==> src/rtl/cpu_regs_mp_pkg.sv <==
// cpu_regs_mp_pkg: shared widths, write-back task record and clear FSM states
package cpu_regs_mp_pkg;
  localparam int REG_ADDR_WIDTH = 3;
  localparam int REG_DATA_WIDTH = 16;
  typedef struct packed {
    logic                      wr_en;
    logic [REG_ADDR_WIDTH-1:0] reg_addr;
    logic [REG_DATA_WIDTH-1:0] wr_data;
  } wb_task_t;
  typedef enum logic [1:0] {RC_IDLE, RC_CLEAR, RC_DONE} regs_clr_state_t;
endpackage

==> src/rtl/cpu_regs_mp_if.sv <==
// cpu_regs_mp_if: decode/write-back side bundle of the multi-port register file
interface cpu_regs_mp_if #(
  parameter int DATA_W   = 16,
  parameter int ADDR_W   = 3,
  parameter int RD_PORTS = 2,
  parameter int WR_PORTS = 2
);
  import cpu_regs_mp_pkg::*;
  wb_task_t [WR_PORTS-1:0]             task_i;
  logic     [RD_PORTS-1:0][ADDR_W-1:0] rd_addr_i;
  logic     [RD_PORTS-1:0][DATA_W-1:0] rd_data_o;
  logic     [RD_PORTS-1:0]             rd_busy_o;
  logic                                claim_en_i;
  logic     [ADDR_W-1:0]               claim_addr_i;
  logic                                clr_req_i;
  logic                                clr_busy_o;
  modport master (
    output task_i, rd_addr_i, claim_en_i, claim_addr_i, clr_req_i,
    input  rd_data_o, rd_busy_o, clr_busy_o
  );
  modport slave (
    input  task_i, rd_addr_i, claim_en_i, claim_addr_i, clr_req_i,
    output rd_data_o, rd_busy_o, clr_busy_o
  );
endinterface

==> src/rtl/cpu_regs_mp_scoreboard.sv <==
// cpu_regs_mp_scoreboard: per-register busy bits with claim/write/clear priority and per-port lookup
module cpu_regs_mp_scoreboard #(
  parameter int ADDR_W   = 3,
  parameter int RD_PORTS = 2,
  parameter int WR_PORTS = 2,
  parameter int ZERO_REG = 1
) (
  input  logic                             clk,
  input  logic                             rst,
  input  logic [WR_PORTS-1:0]              wr_en,
  input  logic [WR_PORTS-1:0][ADDR_W-1:0]  wr_addr,
  input  logic                             claim_en,
  input  logic [ADDR_W-1:0]                claim_addr,
  input  logic                             clr_en,
  input  logic [ADDR_W-1:0]                clr_addr,
  input  logic                             byp_en,
  input  logic [RD_PORTS-1:0][ADDR_W-1:0]  rd_addr,
  output logic [RD_PORTS-1:0]              rd_busy
);
  localparam int REGS_CNT = 2**ADDR_W;
  logic [REGS_CNT-1:0] busy;
  logic claim_ok;
  assign claim_ok = claim_en && !(ZERO_REG != 0 && claim_addr == '0);
  // claim is applied last so it overrides a same-cycle write-back clear
  always_ff @(posedge clk or posedge rst)
    if (rst) busy <= '0;
    else begin
      for (int k = 0; k < WR_PORTS; k++)
        if (wr_en[k]) busy[wr_addr[k]] <= 1'b0;
      if (clr_en) busy[clr_addr] <= 1'b0;
      if (claim_ok) busy[claim_addr] <= 1'b1;
    end
  always_comb begin
    rd_busy = '0;
    for (int j = 0; j < RD_PORTS; j++) begin
      rd_busy[j] = busy[rd_addr[j]] && !(ZERO_REG != 0 && rd_addr[j] == '0);
      for (int k = 0; k < WR_PORTS; k++)
        if (byp_en && wr_en[k] && wr_addr[k] == rd_addr[j]) rd_busy[j] = 1'b0;
    end
  end
endmodule

==> src/rtl/cpu_regs_mp.sv <==
// cpu_regs_mp: parametrised multi-port register file with bypass, busy scoreboard and sequential clear
module cpu_regs_mp
  import cpu_regs_mp_pkg::*;
#(
  parameter int DATA_W   = REG_DATA_WIDTH,
  parameter int ADDR_W   = REG_ADDR_WIDTH,
  parameter int RD_PORTS = 2,
  parameter int WR_PORTS = 2,
  parameter int ZERO_REG = 1,
  parameter int BYPASS   = 1
) (
  input logic           clk_i,
  input logic           rst_i,
  cpu_regs_mp_if.slave  bus
);
  localparam int REGS_CNT = 2**ADDR_W;
  localparam logic [ADDR_W-1:0] LAST = '1;
  regs_clr_state_t                     state;
  logic [ADDR_W-1:0]                   cnt;
  logic [DATA_W-1:0]                   regs [REGS_CNT];
  logic [WR_PORTS-1:0]                 wr_en;
  logic [WR_PORTS-1:0][ADDR_W-1:0]     wr_addr;
  logic [RD_PORTS-1:0][DATA_W-1:0]     rd_data;
  logic                                clr_busy;
  logic                                byp_en;
  assign clr_busy       = state != RC_IDLE;
  assign byp_en         = BYPASS != 0 && !clr_busy;
  assign bus.clr_busy_o = clr_busy;
  assign bus.rd_data_o  = rd_data;
  // accepted writes: none during a clear, none to a hardwired r0
  for (genvar k = 0; k < WR_PORTS; k++) begin : g_wr
    assign wr_addr[k] = bus.task_i[k].reg_addr;
    assign wr_en[k]   = bus.task_i[k].wr_en && !clr_busy && !(ZERO_REG != 0 && wr_addr[k] == '0);
  end
  always_ff @(posedge clk_i or posedge rst_i)
    if (rst_i) begin
      state <= RC_IDLE;
      cnt   <= '0;
    end else if (state == RC_IDLE && bus.clr_req_i) begin
      state <= RC_CLEAR;
      cnt   <= '0;
    end else if (state == RC_CLEAR) begin
      state <= cnt == LAST ? RC_DONE : RC_CLEAR;
      cnt   <= cnt == LAST ? cnt : cnt + 1'b1;
    end else if (state == RC_DONE) begin
      state <= RC_IDLE;
      cnt   <= '0;
    end
  always_ff @(posedge clk_i or posedge rst_i)
    if (rst_i) for (int i = 0; i < REGS_CNT; i++) regs[i] <= '0;
    else begin
      for (int k = 0; k < WR_PORTS; k++)
        if (wr_en[k]) regs[wr_addr[k]] <= bus.task_i[k].wr_data;
      if (state == RC_CLEAR) regs[cnt] <= '0;
    end
  always_comb begin
    rd_data = '0;
    for (int j = 0; j < RD_PORTS; j++) begin
      rd_data[j] = regs[bus.rd_addr_i[j]];
      for (int k = 0; k < WR_PORTS; k++)
        if (byp_en && wr_en[k] && wr_addr[k] == bus.rd_addr_i[j]) rd_data[j] = bus.task_i[k].wr_data;
      if (ZERO_REG != 0 && bus.rd_addr_i[j] == '0) rd_data[j] = '0;
    end
  end
  cpu_regs_mp_scoreboard #(
    .ADDR_W   (ADDR_W),
    .RD_PORTS (RD_PORTS),
    .WR_PORTS (WR_PORTS),
    .ZERO_REG (ZERO_REG)
  ) u_sb (
    .clk        (clk_i),
    .rst        (rst_i),
    .wr_en      (wr_en),
    .wr_addr    (wr_addr),
    .claim_en   (bus.claim_en_i && !clr_busy),
    .claim_addr (bus.claim_addr_i),
    .clr_en     (state == RC_CLEAR),
    .clr_addr   (cnt),
    .byp_en     (byp_en),
    .rd_addr    (bus.rd_addr_i),
    .rd_busy    (bus.rd_busy_o)
  );
endmodule

==> src/flat_wrapper.sv <==
// flat-port wrapper written by rule: the top's interface ports become plain ports
module cpu_regs_mp_flat import cpu_regs_mp_pkg::*;
#(
  parameter int DATA_W   = REG_DATA_WIDTH,
  parameter int ADDR_W   = REG_ADDR_WIDTH,
  parameter int RD_PORTS = 2,
  parameter int WR_PORTS = 2,
  parameter int ZERO_REG = 1,
  parameter int BYPASS   = 1
)
  (clk_i, rst_i, bus_task_i, bus_rd_addr_i, bus_claim_en_i, bus_claim_addr_i, bus_clr_req_i, bus_rd_data_o, bus_rd_busy_o, bus_clr_busy_o);
  cpu_regs_mp_if #(.DATA_W(DATA_W), .ADDR_W(ADDR_W), .RD_PORTS(RD_PORTS), .WR_PORTS(WR_PORTS)) bus_i ();
  input logic clk_i;
  input logic rst_i;
  input wire logic [$bits(bus_i.task_i)-1:0] bus_task_i;
  input wire logic [$bits(bus_i.rd_addr_i)-1:0] bus_rd_addr_i;
  input wire logic [$bits(bus_i.claim_en_i)-1:0] bus_claim_en_i;
  input wire logic [$bits(bus_i.claim_addr_i)-1:0] bus_claim_addr_i;
  input wire logic [$bits(bus_i.clr_req_i)-1:0] bus_clr_req_i;
  output wire logic [$bits(bus_i.rd_data_o)-1:0] bus_rd_data_o;
  output wire logic [$bits(bus_i.rd_busy_o)-1:0] bus_rd_busy_o;
  output wire logic [$bits(bus_i.clr_busy_o)-1:0] bus_clr_busy_o;
  assign bus_i.task_i = bus_task_i;
  assign bus_i.rd_addr_i = bus_rd_addr_i;
  assign bus_i.claim_en_i = bus_claim_en_i;
  assign bus_i.claim_addr_i = bus_claim_addr_i;
  assign bus_i.clr_req_i = bus_clr_req_i;
  assign bus_rd_data_o = bus_i.rd_data_o;
  assign bus_rd_busy_o = bus_i.rd_busy_o;
  assign bus_clr_busy_o = bus_i.clr_busy_o;
  cpu_regs_mp #(.DATA_W(DATA_W), .ADDR_W(ADDR_W), .RD_PORTS(RD_PORTS), .WR_PORTS(WR_PORTS), .ZERO_REG(ZERO_REG), .BYPASS(BYPASS)) u_core (.clk_i(clk_i), .rst_i(rst_i), .bus(bus_i));
endmodule
==> config.mk <==
export PLATFORM = sky130hd
export DESIGN_NAME = cpu_regs_mp_flat
export DESIGN_NICKNAME = d
export VERILOG_FILES = /design/src/rtl/cpu_regs_mp_pkg.sv /design/src/rtl/cpu_regs_mp_if.sv /design/src/rtl/cpu_regs_mp_scoreboard.sv /design/src/rtl/cpu_regs_mp.sv /design/src/flat_wrapper.sv
export SDC_FILE = /design/constraint.sdc
export NUM_CORES = 1
export LEC_CHECK = 0
export CORE_MARGIN = 4
export CORE_UTILIZATION = 35
export CTS_CLUSTER_DIAMETER = 30
export DETAILED_ROUTE_END_ITERATION = 6
export GPL_ROUTABILITY_DRIVEN = 0
export SYNTH_ARGS = -nofsm -noshare
export SYNTH_HDL_FRONTEND = slang
export SYNTH_SLANG_ARGS = --single-unit
export TNS_END_PERCENT = 30
==> constraint.sdc <==
create_clock -name clk_i -period 5.1 [get_ports clk_i]
set_clock_uncertainty 0.15 [all_clocks]
set_input_delay 1.02 -clock clk_i [delete_from_list [all_inputs] [get_ports clk_i]]
set_output_delay 1.02 -clock clk_i [all_outputs]
set_load 0.03 [all_outputs]
Met1 routing:
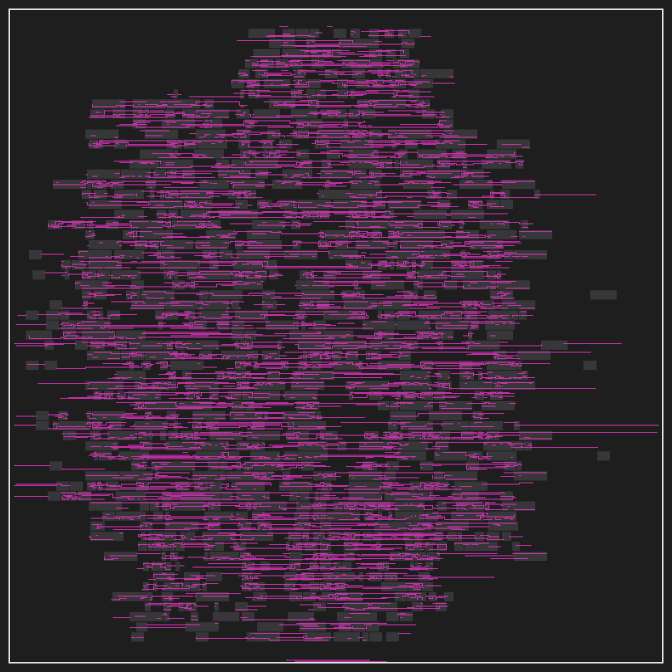
longest straight run: 56.1 um
wire length on this layer: 14600 um
nets with wire on the layer: 918
share of all routed wire: 42%

Met2 routing:
The bar under the picture is 50 um long.
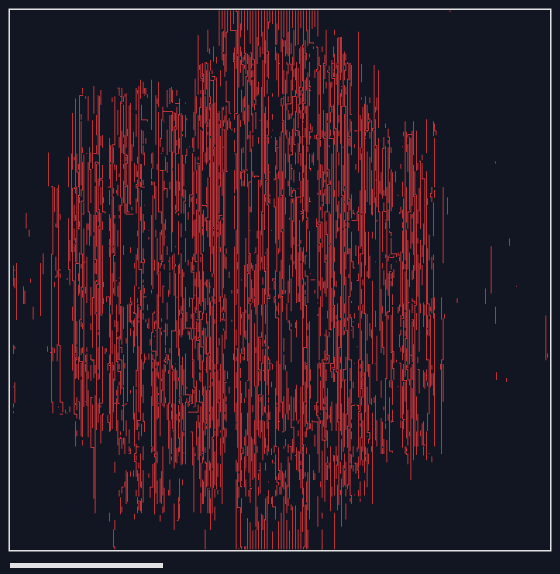
main direction: vertical
longest straight run: 134 um
share of all routed wire: 49%
wire length on this layer: 16900 um
nets with wire on the layer: 833

Metal 3:
The bar under the picture is 50 um long.
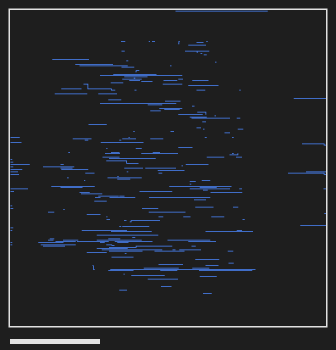
nets with wire on the layer: 121
main direction: horizontal
grt met3 use: 3.94%
drt total wl: 34.9 mm
vias: 8130

==> results.cfg <==
; yosys + openroad results
[critical_path]
critPathLaunchType = input pin
end_kind = primary output
crit_arrival_ns = 3.34
critPathKind = in -> out
r2r_start = u_core.state[1]
critical_path.max_fanout = 18

[logic_synthesis]
synth_seq_share_pct = 35.6
yosysTopAreaCellShare_pct = 35.6
synth_nets = 973
ys_cells = 916
ys_async_sr_fraction_pct = 100
syn_area_um2 = 9920
top_cells_by_area = dfrtp_1 (36%), mux2i_1 (15%), mux4_2 (15%), a211oi_1 (8.6%), nor2_1 (4.5%)
ys_ff = 141
synth-edff-count = 0
yosys_area_um2 = 9920
yosysWarnings = 0
common_cells = mux2i_1 (149), dfrtp_1 (141), nor2_1 (119)
yosysTopAreaCell = dfrtp_1
synth.distinct_cells = 43

[detailed_routing]
detail-route-antenna-nets = 0
via_per_inst = 6.12
drc_errors = 0
drt-initial-drc-count = 779
wl_per_cell_um = 26.3

[global_routing]
grt_pass1_vias = 8214
grt_max_degree = 85
antenna_found_initial = 0
met1_usage_pct = 29.5
grt_pass1_wl_mm = 52.3
gr-total-overflow = 0
grt_most_used_layer = met2
grtUsageTotal_pct = 22.5

[final_timing]
tns_ns = 0
slew_headroom_pct = 39.1
fmax_mhz = 222
rsz0062_at_grt = no
period_needed_ns = 4.51
min_period_over_period_pct = 88.5
slew_violations = 0
hold_viol = 0

[cts]
htree_levels = 4
clock_sinks = 141
cts_root_buf = clkbuf_16
cts_tree = done
numCtsBuffers = 17
clk_pin_slew_ns = 0.06
hold_buffers = 0
cts.repair.resized = 0
post_cts_buffers = 0

[layout]
area.growth.synth_to_final_pct = 18.7
final-instance-count-excl-fill = 1329
design_area_um2 = 11800
drive_above_1_share_pct = 19.9
fin_nets = 996

[die]
rows = 61
die_w_um = 176
dieArea_um2 = 31100

[placed_design]
hpwl_mm = 22.5
post-place-cells = 1298

[power]
clockPowerShare_pct = 20.8
peakVddDrop_v = 0.000268
p_sw_share_pct = 37.5
cellPowerDensity_nw_per_um2 = 511
leakage_uw = 0.00466
seqPwrFrac_pct = 32.7

[job]
drv_cap = 0
tool_warnings = 27

[hold_path]
hp-start = u_core.u_sb.busy[0]
hp-class = reg -> reg

[run_status]
status = completed
Signal wires on met4:
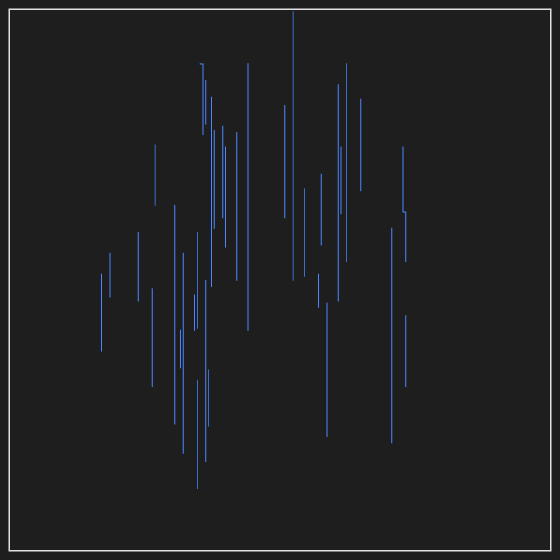
nets with wire on the layer: 24
share of all routed wire: 3.7%
longest straight run: 87.7 um
main direction: vertical
wire length on this layer: 1300 um

The clock network:
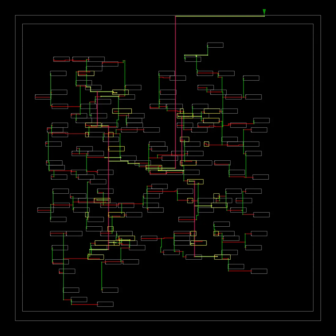
clock buffers: 18
Worst-Skew Late Latency: 0.43 ns
flop count: 141

==> layout make-up <==
cell class | instances | area [um^2]
well taps | 378 | 473
multi-input cells | 642 | 5760
flip-flops and latches | 141 | 3530
inverters | 9 | 38.8
fillers | 2640 | 16100
repair buffers | 128 | 1400
clock buffers | 18 | 439
clock inverters | 13 | 141
==> power by group through the flow <==
stage | logic, uW | registers (uW) | clock network (uW)
4_1_cts | 2790 | 1950 | 1270
3_3_place_gp | 2730 | 1930 | 0
6_report | 2790 | 1970 | 1250
5_1_grt | 2960 | 2020 | 1320
2_1_floorplan | 1850 | 1840 | 0
3_5_place_dp | 2770 | 1950 | 0
==> through the flow <==
step | setup slack (ns) | util, % | power, uW
after floorplan | 0.149 | - | 3690
after global placement | 0.635 | 40.2 | 4660
after detailed placement | 0.632 | 40.2 | 4730
after CTS | 0.624 | 42.3 | 6000
after global routing | 0.528 | 42.3 | 6300
final | 0.586 | 42.3 | 6020
==> state kept, by name, indices dropped and copies added, names as in the netlist <==
signal            count
u_core.regs         128
u_core.state          2
u_core.u_sb.busy      8
u_core.cnt            3
==> metal layers <==
layer  vias up  wire length (um)
met5         -                 0
met1      4162             14600
met4         0              1300
li1       3528                 -
met3        80              2060
met2       360             16900
==> worst max-delay path: stages <==
cell	delay, ns
clkdlybuf4s50_1	0.80
buf_12	0.27
or3_1	0.68
o211a_1	0.40
buf_12	0.16
==> path summary, 6_finish.rpt <==
check                                      endpoint  slack (ns)  cells past startpoint
worst max-delay path              bus_rd_data_o[31]        0.59                      5
worst min-delay path            u_core.u_sb.busy[0]        0.36                      1
worst max register to register       u_core.regs[0]        2.42                      7
worst min register to register  u_core.u_sb.busy[0]        0.36                      1
max in group asynchronous           u_core.regs[72]        3.05                      3
min in group asynchronous           u_core.state[1]        0.94                      2
==> cell families (layout without fill, tap and decap cells) <==
| logic type | count (synthesis) | count (layout) | share of synthesized area [%] |
|---|---|---|---|
| adders and majority gates | 4 | 4 | 0.505 |
| muxes | 215 | 215 | 30.0 |
| xor gates and xnor gates | 12 | 12 | 1.06 |
| DFF | 141 | 141 | 35.6 |
| and+or+nand+nor | 215 | 215 | 10.2 |
| AOI/OAI and AO/OA | 196 | 196 | 15.9 |
| buffers and inverters | 133 | 168 | 6.74 |
==> cells in the final DEF (no fill, tap or decap), drive strengths merged, types with 18 or more instances in the layout <==
cell / netlist / layout
mux2i: 149 / 149
dfrtp: 141 / 141
nor2: 121 / 121
a211oi: 113 / 113
buf: 72 / 79
mux4: 66 / 66
clkdlybuf4s50: 0 / 49
o211a: 32 / 32
o221ai: 32 / 32
nand2: 29 / 29
nor2b: 20 / 20
clkbuf: 52 / 18
Power and IR drop assume default switching activity.
